## src/rtl/word3_serializer_pkg.sv

```systemverilog
// word3_serializer_pkg
//   Shared definitions for the frame serializer: controller state encoding
//   and default geometry (bits per word, words per frame).
//   Optional feature macro used by the serializer: WORD3_SERIALIZER_PARITY_EN.
package word3_serializer_pkg;

  typedef enum logic {
    IDLE  = 1'b0,
    SHIFT = 1'b1
  } state_t;

  localparam int DEF_WIDTH = 4;
  localparam int DEF_DEPTH = 3;

endpackage

```

## src/rtl/word3_ser_stage.sv

```systemverilog
// word3_ser_stage
//   One WIDTH-bit holding register of the serializer chain. Parallel load
//   takes priority over shift; both are qualified by the clock enable.
//   Ports:
//     CLK   clock (rising edge)
//     RST   asynchronous active-low reset, clears q
//     Ce    clock enable, 0 holds q
//     ld    parallel load strobe, q <= ld_d
//     sh    shift strobe, q <= sh_d (neighbour stage or zero fill)
//     ld_d  parallel load word
//     sh_d  shift-in word
//     q     stored word
module word3_ser_stage
  import word3_serializer_pkg::*;
#(
  parameter int WIDTH = DEF_WIDTH
) (
  input  logic             CLK,
  input  logic             RST,
  input  logic             Ce,
  input  logic             ld,
  input  logic             sh,
  input  logic [WIDTH-1:0] ld_d,
  input  logic [WIDTH-1:0] sh_d,
  output logic [WIDTH-1:0] q
);

  always_ff @(posedge CLK or negedge RST) begin
    if (!RST) begin
      q <= '0;
    end else if (Ce) begin
      if (ld) begin
        q <= ld_d;
      end else if (sh) begin
        q <= sh_d;
      end
    end
  end

endmodule

```

## src/rtl/word3_serializer.sv

```systemverilog
// word3_serializer
//   Accepts a DEPTH-word frame in parallel and emits it one word per enabled
//   cycle, word 0 first. A new frame may be accepted on the cycle that shows
//   the final word, giving gap-free back-to-back frames.
//   Optional feature: define WORD3_SERIALIZER_PARITY_EN to add the registered
//   Dpar output (XOR of Dout bits, 0 when no word is valid).
//   Ports:
//     CLK     clock (rising edge)
//     RST     asynchronous active-low reset
//     Ce      clock enable, 0 freezes all state
//     Load    frame accept request
//     Din     frame, word k = Din[k*WIDTH +: WIDTH]
//     Ready   frame can be accepted this cycle
//     Dout    current serial word (registered)
//     Dvalid  Dout holds a frame word
//     Last    Dout holds the final word of the frame
//     Dpar    (parity build only) XOR of Dout bits
module word3_serializer
  import word3_serializer_pkg::*;
#(
  parameter int WIDTH = DEF_WIDTH,
  parameter int DEPTH = DEF_DEPTH
) (
  input  logic                   CLK,
  input  logic                   RST,
  input  logic                   Ce,
  input  logic                   Load,
  input  logic [DEPTH*WIDTH-1:0] Din,
  output logic                   Ready,
  output logic [WIDTH-1:0]       Dout,
  output logic                   Dvalid,
  output logic                   Last
`ifdef WORD3_SERIALIZER_PARITY_EN
  ,
  output logic                   Dpar
`endif
);

  localparam int             CW      = $clog2(DEPTH);
  localparam logic [CW-1:0]  CNT_MAX = CW'(DEPTH - 1);

  state_t          state;
  logic [CW-1:0]   cnt;
  logic            take;
  logic            advance;
  logic [WIDTH-1:0] chain [0:DEPTH-2];

  assign Last  = Dvalid & (cnt == CNT_MAX);
  assign Ready = (state == IDLE) | Last;

  // take/advance are not gated by Ce here; every consumer is.
  assign take    = Load & Ready;
  assign advance = (state == SHIFT) & ~take & (cnt != CNT_MAX);

  // Holding chain: chain[i] carries frame word i+1; zeros fill from the tail.
  for (genvar i = 0; i < DEPTH - 1; i++) begin : g_stage
    logic [WIDTH-1:0] sh_in;
    if (i == DEPTH - 2) begin : g_tail
      assign sh_in = '0;
    end else begin : g_mid
      assign sh_in = chain[i+1];
    end

    word3_ser_stage #(
      .WIDTH (WIDTH)
    ) u_stage (
      .CLK  (CLK),
      .RST  (RST),
      .Ce   (Ce),
      .ld   (take),
      .sh   (advance),
      .ld_d (Din[(i+1)*WIDTH +: WIDTH]),
      .sh_d (sh_in),
      .q    (chain[i])
    );
  end

  always_ff @(posedge CLK or negedge RST) begin
    if (!RST) begin
      state  <= IDLE;
      cnt    <= '0;
      Dout   <= '0;
      Dvalid <= 1'b0;
`ifdef WORD3_SERIALIZER_PARITY_EN
      Dpar   <= 1'b0;
`endif
    end else if (Ce) begin
      if (take) begin
        // Accept also covers the Last cycle: word 0 overwrites the final word.
        state  <= SHIFT;
        cnt    <= '0;
        Dout   <= Din[WIDTH-1:0];
        Dvalid <= 1'b1;
`ifdef WORD3_SERIALIZER_PARITY_EN
        Dpar   <= ^Din[WIDTH-1:0];
`endif
      end else if (state == SHIFT) begin
        if (cnt != CNT_MAX) begin
          cnt  <= cnt + CW'(1);
          Dout <= chain[0];
`ifdef WORD3_SERIALIZER_PARITY_EN
          Dpar <= ^chain[0];
`endif
        end else begin
          state  <= IDLE;
          cnt    <= '0;
          Dout   <= '0;
          Dvalid <= 1'b0;
`ifdef WORD3_SERIALIZER_PARITY_EN
          Dpar   <= 1'b0;
`endif
        end
      end
    end
  end

endmodule
```

## config.mk

```make
export PLATFORM = sky130hd
export DESIGN_NAME = word3_serializer
export DESIGN_NICKNAME = d
export VERILOG_FILES = /design/src/rtl/word3_serializer_pkg.sv /design/src/rtl/word3_ser_stage.sv /design/src/rtl/word3_serializer.sv
export SDC_FILE = /design/constraint.sdc
export NUM_CORES = 1
export LEC_CHECK = 0
export CORE_ASPECT_RATIO = 0.7
export CORE_MARGIN = 1.5
export CORE_UTILIZATION = 46
export DETAILED_ROUTE_END_ITERATION = 10
export GPL_ROUTABILITY_DRIVEN = 0
export GPL_TIMING_DRIVEN = 0
export PLACE_DENSITY_LB_ADDON = 0.3
export SLEW_MARGIN = 20
export SYNTH_ARGS = -nofsm -noshare
export SYNTH_HDL_FRONTEND = slang
export SYNTH_SLANG_ARGS = --single-unit
```

## constraint.sdc

```tcl
create_clock -name CLK -period 1.8 [get_ports CLK]
set_clock_uncertainty 0.1 [all_clocks]
set_input_delay 0.36 -clock CLK [delete_from_list [all_inputs] [get_ports CLK]]
set_output_delay 0.36 -clock CLK [all_outputs]
set_load 0.005 [all_outputs]
```

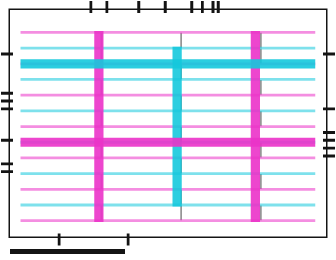
run_1/floorplan.png
The bar under the picture is 20 µm long. Pins as bars on the die edge. Tap cells in grey.
[VDD] cyan
[VSS] magenta
signal pins: 23
met5 straps: 2
tap cells: 21
rows: 12
core box area: 1670 µm²
Die W: 54.8 µm
die height: 39.2 µm
worst vdd ir: 0.810 mV

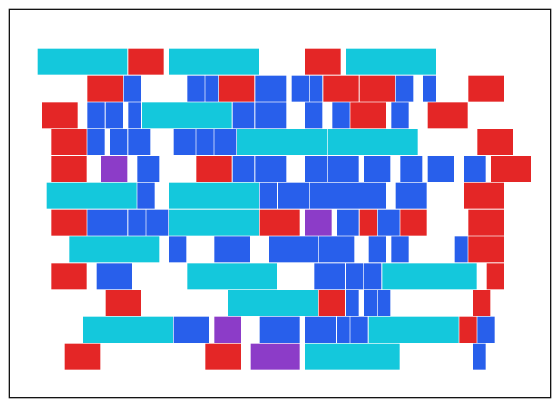
run_1/class_map.png
[remaining buffers and delay cells] red | cells: 30 | share of their area: 25%
[registers] cyan | cells: 16 | share of their area: 36%
[remaining logic cells] blue | cells: 62 | share of their area: 36%
[clock drivers and dummy loads] purple | cells: 4 | share of their area: 3.2%
Seq/total area: 35.0%
fin area: 1150 µm²
Final Util: 69.1%

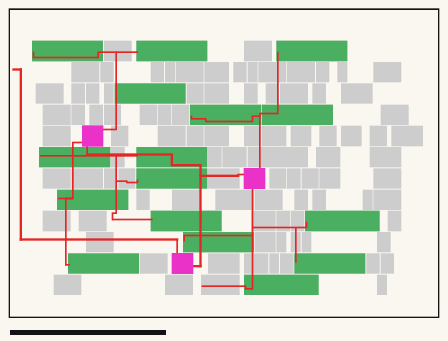
run_1/clock_wires.png
The bar under the picture is 20 µm long.
[flip-flops] green | count: 16
[clock-net drivers] magenta | count: 3
[clock wires] red | length: 232 µm
routed clock nets: 4
clk pwr: 244 µW
clock share of power: 14.9%
worst-skew pair later-pin latency: 0.29 ns

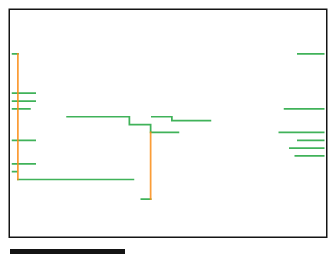
run_1/layers.png
The bar under the picture is 20 µm long. Two of the layers only.
[M4] orange | wire length: 33.3 µm
[M3] green | wire length: 109 µm
via count: 775
final WL: 1940 µm
Routed WL per cell: 14.6 µm

## run 1: final cells by class
| type | instances | area [µm²] |
|---|---|---|
| Fill cell | 127 | 515 |
| Sequential cell | 16 | 403 |
| Multi-Input combinational cell | 59 | 394 |
| Timing Repair Buffer | 23 | 218 |
| Buffer | 7 | 62.6 |
| Clock buffer | 4 | 36.3 |
| Tap cell | 21 | 26.3 |
| Inverter | 3 | 11.3 |
## run 1: final timing paths
kind,slack [ns],end,from
worst max-delay path,0.11,Ready,cnt[0]
worst min-delay path,0.39,g_stage[1].u_stage.q[1],RST
worst max register to register,0.40,g_stage[0].u_stage.q[2],cnt[0]
worst min register to register,0.40,g_stage[1].u_stage.q[3],g_stage[1].u_stage.q[3]
max in group asynchronous,0.72,Dvalid,RST
min in group CLK,0.40,g_stage[1].u_stage.q[3],g_stage[1].u_stage.q[3]
## run 1: cells in the final DEF (no fill, tap or decap)
master	n
and2_1	1
a22o_1	2
and2b_1	1
mux2_2	1
nand2_2	1
nand2b_4	1
dfrtp_2	2
a221oi_1	4
and2_4	1
inv_1	3
a22oi_4	1
nand3_1	4
a21oi_1	6
o21ai_1	6
buf_6	4
a32o_1	3
o21ai_0	6
nand4b_1	1
nand2b_1	2
o21a_1	1
clkbuf_8	1
clkbuf_2	1
a31oi_1	8
dfrtp_1	14
nor2_1	6
and4b_1	1
buf_4	2
a32o_2	1
clkbuf_4	3
clkdlybuf4s50_1	20
nand2_1	1
buf_2	3
## run 1: worst max-delay path, delay by kind of cell, from the launching register on
| family | cells | cell delay, ns |
|---|---|---|
| AND-OR/OR-AND | 1 | 0.11 |
| buffers and inverters | 2 | 0.27 |
| flip-flops | 1 | 0.39 |
| AND/OR/NAND/NOR | 1 | 0.17 |
==> flow_summary.toml <==
# generated from flow reports
[status]
status = "finished, final reports clean"

[pwr]
finalPower_uw = 1640
powerDensity_nw_per_um2 = 1420
powerComb_uw = 770
power_leader = "combinational cells"
p_seq_share_pct = 38.0
p_sw_uw = 578
p_comb_share_pct = 47.1
p_sw_share_pct = 35.3
intPower_uw = 1060
powerSeq_uw = 622
leakagePower_uw = 0.000484

[layout]
largest_reg_flops = 8
fin_cells = 133
largest-register = "g_stage.u_stage.q"
antennaDiodeCount = 0
largestRegisters = "g_stage.u_stage.q x8, Dout x4, cnt x2"
nNetsFinal = 129
drive_above_1_share_pct = 19.6
area_delta_synth_final_pct = 33.3

[place]
place_ws_ns = -0.109
hpwl_um = 1410
port_buffers = 22
place_area_um2 = 1110
place_inst = 128

[die]
ios = 23
fp_util_pct = 51.8
dieArea_um2 = 2150
fp-row-count = 12

[routing]
first_pass_iters = 4
highest_layer = "met4"
drt_iter0_markers = 32
wl_met2_um = 870
postRouteAntennaNets = 0
drt-met1-wl_um = 925
wl_met3_um = 108
drc = 0
viasPerCell = 5.83

[sta]
hold_viol = 0
fin_crit_ns = 1.69
fin_ws_ns = 0.114
setup_violations = 0
rsz0062_at_grt = "false"
setup_tns_ns = 0
slew_headroom_pct = 51.9
clock.fmax_mhz = 593
hold_slack_ns = 0.388
fin_crit_sh_pct = 93.7
finalMaxSlewViolations = 0
tightest_slew_ns = 0.719

[grt]
gr-usage-met1_pct = 27.4
met3_usage_pct = 8.53
grt_overflow_total = 0
grt_util_met2_pct = 31.8
grt_max_degree = 17
grt_pass1_vias = 690
grt_pass1_wl_um = 3090
grt_busiest_layer = "met2"
grt_use_total_pct = 21.9
antenna_found_initial = 0

[logic_synthesis]
synthAdderAreaFrac_pct = 0
synth_xor_xnor_area_share_pct = 0
yosysTopAreaCellShare_pct = 46.4
yosys_warnings = 0
syn_area_per_cell_um2 = 10.2
ys_types = 27
ys_sh_simple_pct = 13.3
ys_seq_share_pct = 46.4
ys_chip_area_um2 = 863
post-synth-top-area-cell = "dfrtp_1"
edf_count = 0
syn-cell-area_um2 = 863
synthCells = 85
ys_async_sr_fraction_pct = 100
ff_type = "dfrtp_1"
synthTopCellsByArea = "dfrtp_1 46%, a31oi_1 5.8%, buf_6 5.2%, a221oi_1 4.1%, o21ai_0 4.1%"
most_common_cell = "dfrtp_1"
ys_cells = 85
logic_family = "AND-OR/OR-AND gates"
mux_area_share_pct = 1.30
ys.flops = 16
top_cells_by_count = "16 x dfrtp_1, 8 x a31oi_1, 7 x o21ai_0"
synth_nets = 101
ys_sh_aoi_pct = 30.4

[clocking]
cts_tree = "done"
clk_pin_slew_worst_paths_ns = 0.10
cts.repair.resized = 6
cts_sinks = 16
cts_root_buffer = "clkbuf_4"
clockBufferDepth = 2
holdBufCountCts = 0
postCtsSetupBuffers = 1
numCtsBuffers = 3
cts-htree-levels = 1

[run]
cap_violations = 0
warnings = 26

[setup_path]
crit_path_start_kind = "flop"
cp_max_fo = 10
rr_worst_depth = 5
worstPathCellList = "nand2b_4 -> buf_6 -> o21ai_1 -> buf_2"
crit_required_ns = 1.34
cp-end-kind = "output pin"
critPathMaxStageDelay_ns = 0.39
crit_arrival_ns = 1.23
cp_slowest_cell = "dfrtp_1"
crit_type = "reg -> out"

[worst_hold_path]
hold_class = "in -> async"
Power and IR drop assume default switching activity.
